File: config.mk
export PLATFORM = sky130hd
export DESIGN_NAME = addsub_result_fifo
export DESIGN_NICKNAME = d
export VERILOG_FILES = /design/src/rtl/addsub_result_fifo.sv
export SDC_FILE = /design/constraint.sdc
export NUM_CORES = 1
export LEC_CHECK = 0
export CAP_MARGIN = 20
export CELL_PAD_IN_SITES_DETAIL_PLACEMENT = 0
export CELL_PAD_IN_SITES_GLOBAL_PLACEMENT = 1
export CORE_AREA = 2 2 92 94
export DETAILED_ROUTE_END_ITERATION = 12
export DIE_AREA = 0 0 94 96
export PLACE_DENSITY_LB_ADDON = 0.1
export SYNTH_ARGS = -nofsm -noshare
export SYNTH_HDL_FRONTEND = slang
export SYNTH_SLANG_ARGS = --single-unit
export TNS_END_PERCENT = 50
File: constraint.sdc
create_clock -name clk -period 2.1 [get_ports clk]
set_input_delay 0.42 -clock clk [delete_from_list [all_inputs] [get_ports clk]]
set_output_delay 0.42 -clock clk [all_outputs]
set_load 0.02 [all_outputs]
File: src/rtl/addsub_result_fifo.sv
// Result FIFO for an add/sub unit: stores each result with {N,Z,V,OP} flags and keeps a sticky overflow bit.
// Define ADDSUB_SAT_EN to saturate overflowed results before they are stored.
module addsub_result_fifo #(
  parameter int DEPTH = 4
) (
  input  logic                     clk,
  input  logic                     rst,
  input  logic                     in_valid,
  output logic                     in_ready,
  input  logic [15:0]              in_sum,
  input  logic                     in_of,
  input  logic                     in_op,
  output logic                     out_valid,
  input  logic                     out_ready,
  output logic [15:0]              out_data,
  output logic [3:0]               out_flags,
  output logic [$clog2(DEPTH):0]   count,
  output logic                     sticky_of,
  input  logic                     clr_sticky
);

  localparam int PW = $clog2(DEPTH);
  localparam int CW = PW + 1;
  localparam logic [CW-1:0] DepthC = CW'(DEPTH);

  typedef enum logic [1:0] {
    StEmpty,
    StPartial,
    StFull
  } state_t;

  state_t          state_q, state_d;
  logic [CW-1:0]   count_q, count_d;
  logic [PW-1:0]   wrPtr_q, wrPtr_d;
  logic [PW-1:0]   rdPtr_q, rdPtr_d;
  logic            sticky_q, sticky_d;
  logic [19:0]     mem_q [DEPTH];

  logic            push;
  logic            pop;
  logic [15:0]     storeSum;
  logic [3:0]      storeFlags;
  logic [19:0]     head;

  assign in_ready  = (state_q != StFull) & ~rst;
  assign out_valid = (state_q != StEmpty);
  assign push      = in_valid & in_ready;
  assign pop       = out_valid & out_ready;

  // Flags describe the value actually stored, so saturation (if built in) comes first.
  always_comb begin
`ifdef ADDSUB_SAT_EN
    if (in_of) begin
      storeSum = in_sum[15] ? 16'h7FFF : 16'h8000;
    end else begin
      storeSum = in_sum;
    end
`else
    storeSum = in_sum;
`endif
    storeFlags = {storeSum[15], (storeSum == 16'h0000), in_of, in_op};
  end

  always_comb begin
    count_d  = count_q;
    wrPtr_d  = wrPtr_q;
    rdPtr_d  = rdPtr_q;
    sticky_d = sticky_q;
    state_d  = state_q;

    if (push) begin
      wrPtr_d = wrPtr_q + PW'(1);
    end
    if (pop) begin
      rdPtr_d = rdPtr_q + PW'(1);
    end
    if (push && !pop) begin
      count_d = count_q + CW'(1);
    end else if (pop && !push) begin
      count_d = count_q - CW'(1);
    end

    // Clear first so that a simultaneous overflow push keeps the bit set.
    if (clr_sticky) begin
      sticky_d = 1'b0;
    end
    if (push && in_of) begin
      sticky_d = 1'b1;
    end

    if (count_d == '0) begin
      state_d = StEmpty;
    end else if (count_d == DepthC) begin
      state_d = StFull;
    end else begin
      state_d = StPartial;
    end
  end

  always_ff @(posedge clk) begin
    if (rst) begin
      state_q  <= StEmpty;
      count_q  <= '0;
      wrPtr_q  <= '0;
      rdPtr_q  <= '0;
      sticky_q <= 1'b0;
    end else begin
      state_q  <= state_d;
      count_q  <= count_d;
      wrPtr_q  <= wrPtr_d;
      rdPtr_q  <= rdPtr_d;
      sticky_q <= sticky_d;
    end
  end

  // Storage needs no reset: stale entries are never visible because the output is masked.
  always_ff @(posedge clk) begin
    if (push) begin
      mem_q[wrPtr_q] <= {storeFlags, storeSum};
    end
  end

  assign head      = mem_q[rdPtr_q];
  assign out_data  = out_valid ? head[15:0] : 16'h0000;
  assign out_flags = out_valid ? head[19:16] : 4'h0;
  assign count     = count_q;
  assign sticky_of = sticky_q;

endmodule

Run 1, power grid:
Scale bar: 20 microns. Pins as bars on the die edge.
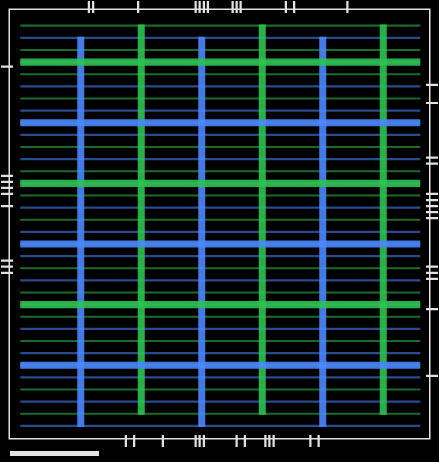
| color | net |
|---|---|
| green | VDD |
| blue | VSS |
met4 straps: 6
rows: 33
core area: 0.00805 sq mm
VDD IR max: 0.438 mV
Die H: 96 microns

Run 1, track usage over the die:
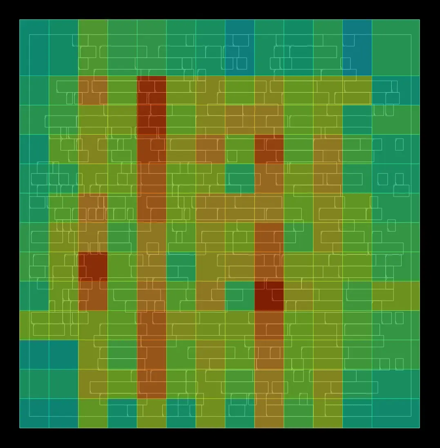
grt peak-use layer: met2
met1 usage: 0.183
met2 Resource Use GR: 0.282
GRT Resource Usage Total: 0.156

==> impl_metrics.tcl, run 1 <==
# metrics dict for downstream scripts
set metrics [dict create \
    io_buffer_count 48 \
    crit_arrival_ns 1.73 \
    async_flop_share 0 \
    violations "negative setup slack" \
    dpl_cell_area_sq_mm 0.00428 \
    worstPathMaxFanout 7 \
    drt_iter0_markers 102 \
    outcome "finished with violations" \
    worstHoldPathType "flop to flop" \
    maxUsedRoutingLayer "met4" \
    wl_per_cell_microns 16.7 \
    rsz0062_at_grt "yes" \
    skew_ns 0.00760 \
    root_buffer "clkbuf_8" \
    syn_area_per_cell_sq_um 17.8 \
    setup_violations 7 \
    first_pass_iters 4 \
    comb_share 0.211 \
    clk-insertion-delay-late_ns 0.34 \
    cts_tree "done" \
    antenna_found_initial 0 \
    syn_area_sq_mm 0.00352 \
    yosysWarnings 0 \
    layout_setup_ws_ns -0.0514 \
    syn_inst 198 \
    dr_wl_met2_microns 3330 \
    post-place-cells 357 \
    maxCapViolCount 0 \
    wl_met1_microns 2700 \
]
Run 1, cells colored by class:
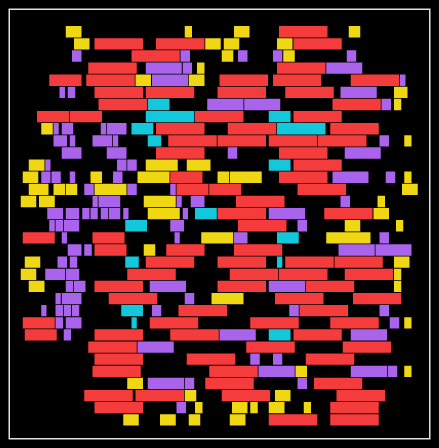
| color | class | cells | share of their area |
|---|---|---|---|
| red | registers | 88 | 58% |
| cyan | clock drivers and dummy loads | 15 | 4.8% |
| yellow | remaining buffers and delay cells | 64 | 15% |
| purple | remaining logic cells | 102 | 22% |
number of cell rows: 33
Seq/total area: 0.565
Final Instance Area: 0.00447 sq mm
final core occ: 0.556

run 1: stage by stage:
step	setup WS [ns]	hold slack, ns	power (mW)	utilization
2_1_floorplan	0.172	0.485	2.43	-
3_3_place_gp	-0.0614	0.512	2.76	0.532
3_5_place_dp	-0.0634	0.525	2.77	0.532
4_1_cts	-0.108	0.547	3.95	0.553
5_1_grt	-0.135	0.583	4.10	0.556
6_report	-0.0514	0.545	3.92	0.556
run 1: layout by cell type (no fill, tap or decap), types with 2 or more instances in the layout:
| cell | count |
|---|---|
| nor2b_1 | 21 |
| nor4_1 | 5 |
| clkdlybuf4s50_1 | 26 |
| nand2b_1 | 2 |
| and4_1 | 2 |
| nor3_1 | 4 |
| a21oi_1 | 4 |
| clkbuf_8 | 9 |
| inv_1 | 5 |
| nor2_1 | 9 |
| and3_1 | 4 |
| nand3_1 | 2 |
| dfxtp_1 | 11 |
| nand2_1 | 4 |
| buf_4 | 12 |
| buf_12 | 8 |
| o31ai_1 | 2 |
| edfxtp_1 | 76 |
| xnor2_1 | 2 |
| mux4_2 | 19 |
| ha_1 | 6 |
| buf_2 | 14 |
| o21ai_0 | 2 |
| bufinv_16 | 2 |
run 1: flip-flops by register name, summed over array words and instances (netlist names), named ones only:
signal and flops:
count 3, mem_q 76, rdPtr_q 2, state_q 2
sticky_of 1, wrPtr_q 2
run 1: routing by layer:
| layer | track usage | vias up |
|---|---|---|
| li1 | - | 907 |
| met1 | 0.183 | 932 |
| met2 | 0.282 | 29 |
| met3 | 0.0313 | 4 |
| met4 | 0.0652 | 0 |
| met5 | 0 | - |
run 1: kinds of logic after synthesis:
logic type,count (synthesis),share of synthesized area
DFF,88,0.717
adders and majority gates,6,0.0213
and+or+nand+nor,55,0.0889
buffers and inverters,13,0.0167
muxes,20,0.124
AOI/OAI and AO/OA,13,0.0242
xor gates and xnor gates,3,0.00747
run 1: synth_stat cells (2+ instances only):
cell      number
clkbuf_1       3
o21ai_0        2
and3_1         4
o31ai_1        2
nor4_1         5
a21oi_1        4
xnor2_1        2
and4_1         2
nor2b_1       22
dfxtp_1       12
nand2_1        4
nand2b_1       2
mux4_2        19
edfxtp_1      76
ha_1           6
nor2_1         9
inv_1          5
nor3_1         4
nand3_1        2
buf_4          2
run 1: path summary, 6_finish.rpt:
kind	from	end	slack (ns)	depth (start not counted)
setup / recovery	flop	out_data[12]	-0.05	5
hold / removal	count[1]$_SDFF_PP0_	count[1]$_SDFF_PP0_	0.55	2
setup reg to reg	count[0]$_SDFF_PP0_	state_q[1]$_SDFF_PP0_	0.48	5
hold reg to reg	count[1]$_SDFF_PP0_	count[1]$_SDFF_PP0_	0.55	2
run 1: where the power goes:
group	internal (mW)	leakage [nW]	switching [mW]	total (mW)
clock network	0.667	0.104	0.553	1.22
registers	1.97	0.789	0.0404	2.01
logic	0.353	0.656	0.342	0.695
total	2.99	1.55	0.936	3.92
run 1: timing repair:
action / CTS / global route
gates resized: 82 / 13
buffers inserted: 0 / 1
cloned: 1 / 0
setup endpoints to repair: 22 / 21
run 1: worst max-delay path: stages, from the launching register on:
cell and delay [ns]:
dfxtp_4 0.40, buf_12 0.11, buf_16 0.12, mux4_2 0.48, nor2b_1 0.13, buf_2 0.15
==> inputs of run 2 (changes only) <==
--- a/config.mk
+++ b/config.mk
@@ -8,9 +8,9 @@
 export CAP_MARGIN = 20
 export CELL_PAD_IN_SITES_DETAIL_PLACEMENT = 0
 export CELL_PAD_IN_SITES_GLOBAL_PLACEMENT = 1
-export CORE_AREA = 2 2 92 94
+export CORE_AREA = 2 2 91 93
 export DETAILED_ROUTE_END_ITERATION = 12
-export DIE_AREA = 0 0 94 96
+export DIE_AREA = 0 0 93 95
 export PLACE_DENSITY_LB_ADDON = 0.1
 export SYNTH_ARGS = -nofsm -noshare
 export SYNTH_HDL_FRONTEND = slang
Run 2, track usage over the die:
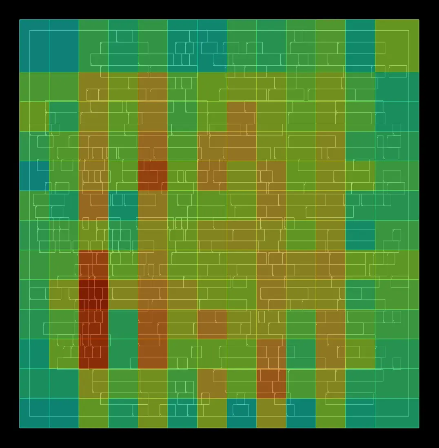
final core occ: 0.566
GRT Resource Usage Total: 0.156
met2 Resource Use GR: 0.290
GR Layer Usage met3: 0.0303

==> run 2 against run 1 <==
Utilization rose by 1.1 points. Clock skew rose by 0.0062 ns. The flow now finishes without violations. Critical path depth fell by 1.
==> impl_metrics.tcl, run 2 <==
# metrics dict for downstream scripts
set metrics [dict create \
    wl_per_cell_microns 16.7 \
    p_int_mw 2.79 \
    max-vdd-ir-drop_mv 0.421 \
    worstPathMaxFanout 7 \
    synthXorXnorAreaFrac 0.00747 \
    topCellsByArea "edfxtp_1, mux4_2, dfxtp_1" \
    tightest_slew_ns 0.445 \
    outcome "complete, no violations" \
    drt_iter0_markers 92 \
    largest_register_ffs 76 \
    path_class "flop to output port" \
    async_flop_share 0 \
    crit_arrival_ns 1.67 \
    root_buffer "clkbuf_8" \
    seq_area_sq_mm 0.00253 \
    ys_sh_mux 0.124 \
    layout_setup_ws_ns 0.00980 \
    fa_ha_area_frac 0.0213 \
    seqPwrFrac 0.530 \
    fp-row-count 33 \
    swShare 0.265 \
    antenna_cells 0 \
    skew_ns 0.0138 \
    syn_area_sq_mm 0.00352 \
    antenna_found_initial 0 \
    core-area_sq_mm 0.00793 \
    combinationalPowerShare 0.192 \
    maxCapViolCount 0 \
    layout_top_cell "edfxtp_1" \
    cts_tree "done" \
    setup_violations 0 \
    io_buffer_count 48 \
    grt_remaining_overflow 0 \
    aoi_share 0.0242 \
    clk-insertion-delay-late_ns 0.35 \
    p_sw_mw 1.00 \
    common_cells "edfxtp_1, nor2b_1, mux4_2" \
    mostFrequentLayoutCells "edfxtp_1, clkdlybuf4s50_1, mux4_2" \
    setup_tns_ns 0 \
    syn_inst 198 \
    syn_area_per_cell_sq_um 17.8 \
    first_pass_iters 4 \
]
-- run 2: netlist changes by cell type in the layout (fill, tap and decap cells not counted), sizes merged --
cell / before / now
clkinvlp: 0 / 1
clkinv: 2 / 3
clkdlybuf4s50: 26 / 27
dlymetal6s2s: 1 / 0
inv: 6 / 7
bufinv: 2 / 0
-- run 2: final timing paths --
path	end	slack, ns	depth (start not counted)	startpoint
min	flop	0.54	2	rdPtr_q[1]$_SDFFE_PP0P_
max reg2reg	state_q[1]$_SDFF_PP0_	0.47	5	state_q[1]$_SDFF_PP0_
max	out_data[0]	0.01	4	flop
min reg2reg	flop	0.54	2	rdPtr_q[1]$_SDFFE_PP0P_
-- run 2: power groups by stage --
| stage | combinational, mW | sequential [mW] | clock [mW] |
|---|---|---|---|
| floorplan | 0.390 | 2.04 | 0 |
| global placement | 0.721 | 2.04 | 0 |
| detailed placement | 0.722 | 2.04 | 0 |
| CTS | 0.705 | 2.01 | 1.08 |
| global route | 0.789 | 2.02 | 1.16 |
| finish | 0.729 | 2.01 | 1.05 |
-- run 2: logic make-up after synthesis --
family,count (synthesis)
and+or+nand+nor,55
adders and majority gates,6
buffers and inverters,13
muxes,20
DFF,88
AOI/OAI and AO/OA,13
xor gates and xnor gates,3
-- run 2: final cells by class --
cell class              instances  area share
clock buffers                  10      0.0284
well taps                     105      0.0293
flip-flops and latches         88       0.563
multi-input cells              97       0.219
inverters                       5     0.00418
repair buffers                 64       0.145
clock inverters                 6      0.0114
-- run 2: stage by stage --
stage               total power [mW]  hold slack, ns  instances  utilization  cell area, sq um
floorplan                       2.43           0.485        198            -              3520
global placement                2.76           0.513        358        0.541              4290
detailed placement              2.77           0.530        358        0.541              4290
CTS                             3.79           0.545        376        0.560              4440
global route                    3.96           0.573        375        0.566              4490
finish                          3.79           0.545        375        0.566              4490
-- run 2: per-layer routing --
layer / global-route usage / wire [microns] / vias to the layer above
li1: - / - / 909
met1: 0.175 / 2630 / 960
met2: 0.290 / 3320 / 43
met3: 0.0303 / 214 / 7
met4: 0.0650 / 76 / 0
met5: 0 / 0 / -
-- run 2: repair_timing --
action	in CTS	in global routing
cloned	1	0
resized	90	23
buffers inserted	1	0
endpoints found under the setup margin	20	20
hold endpoints to repair	0	0
-- run 2: worst max-delay path: stages (launching register included) --
cell and delay, ns:
dfxtp_4 0.40, buf_12 0.14, mux4_2 0.51, nor2b_4 0.15
buf_6 0.13
No activity file was given, so power comes from the tool's default toggle rates.
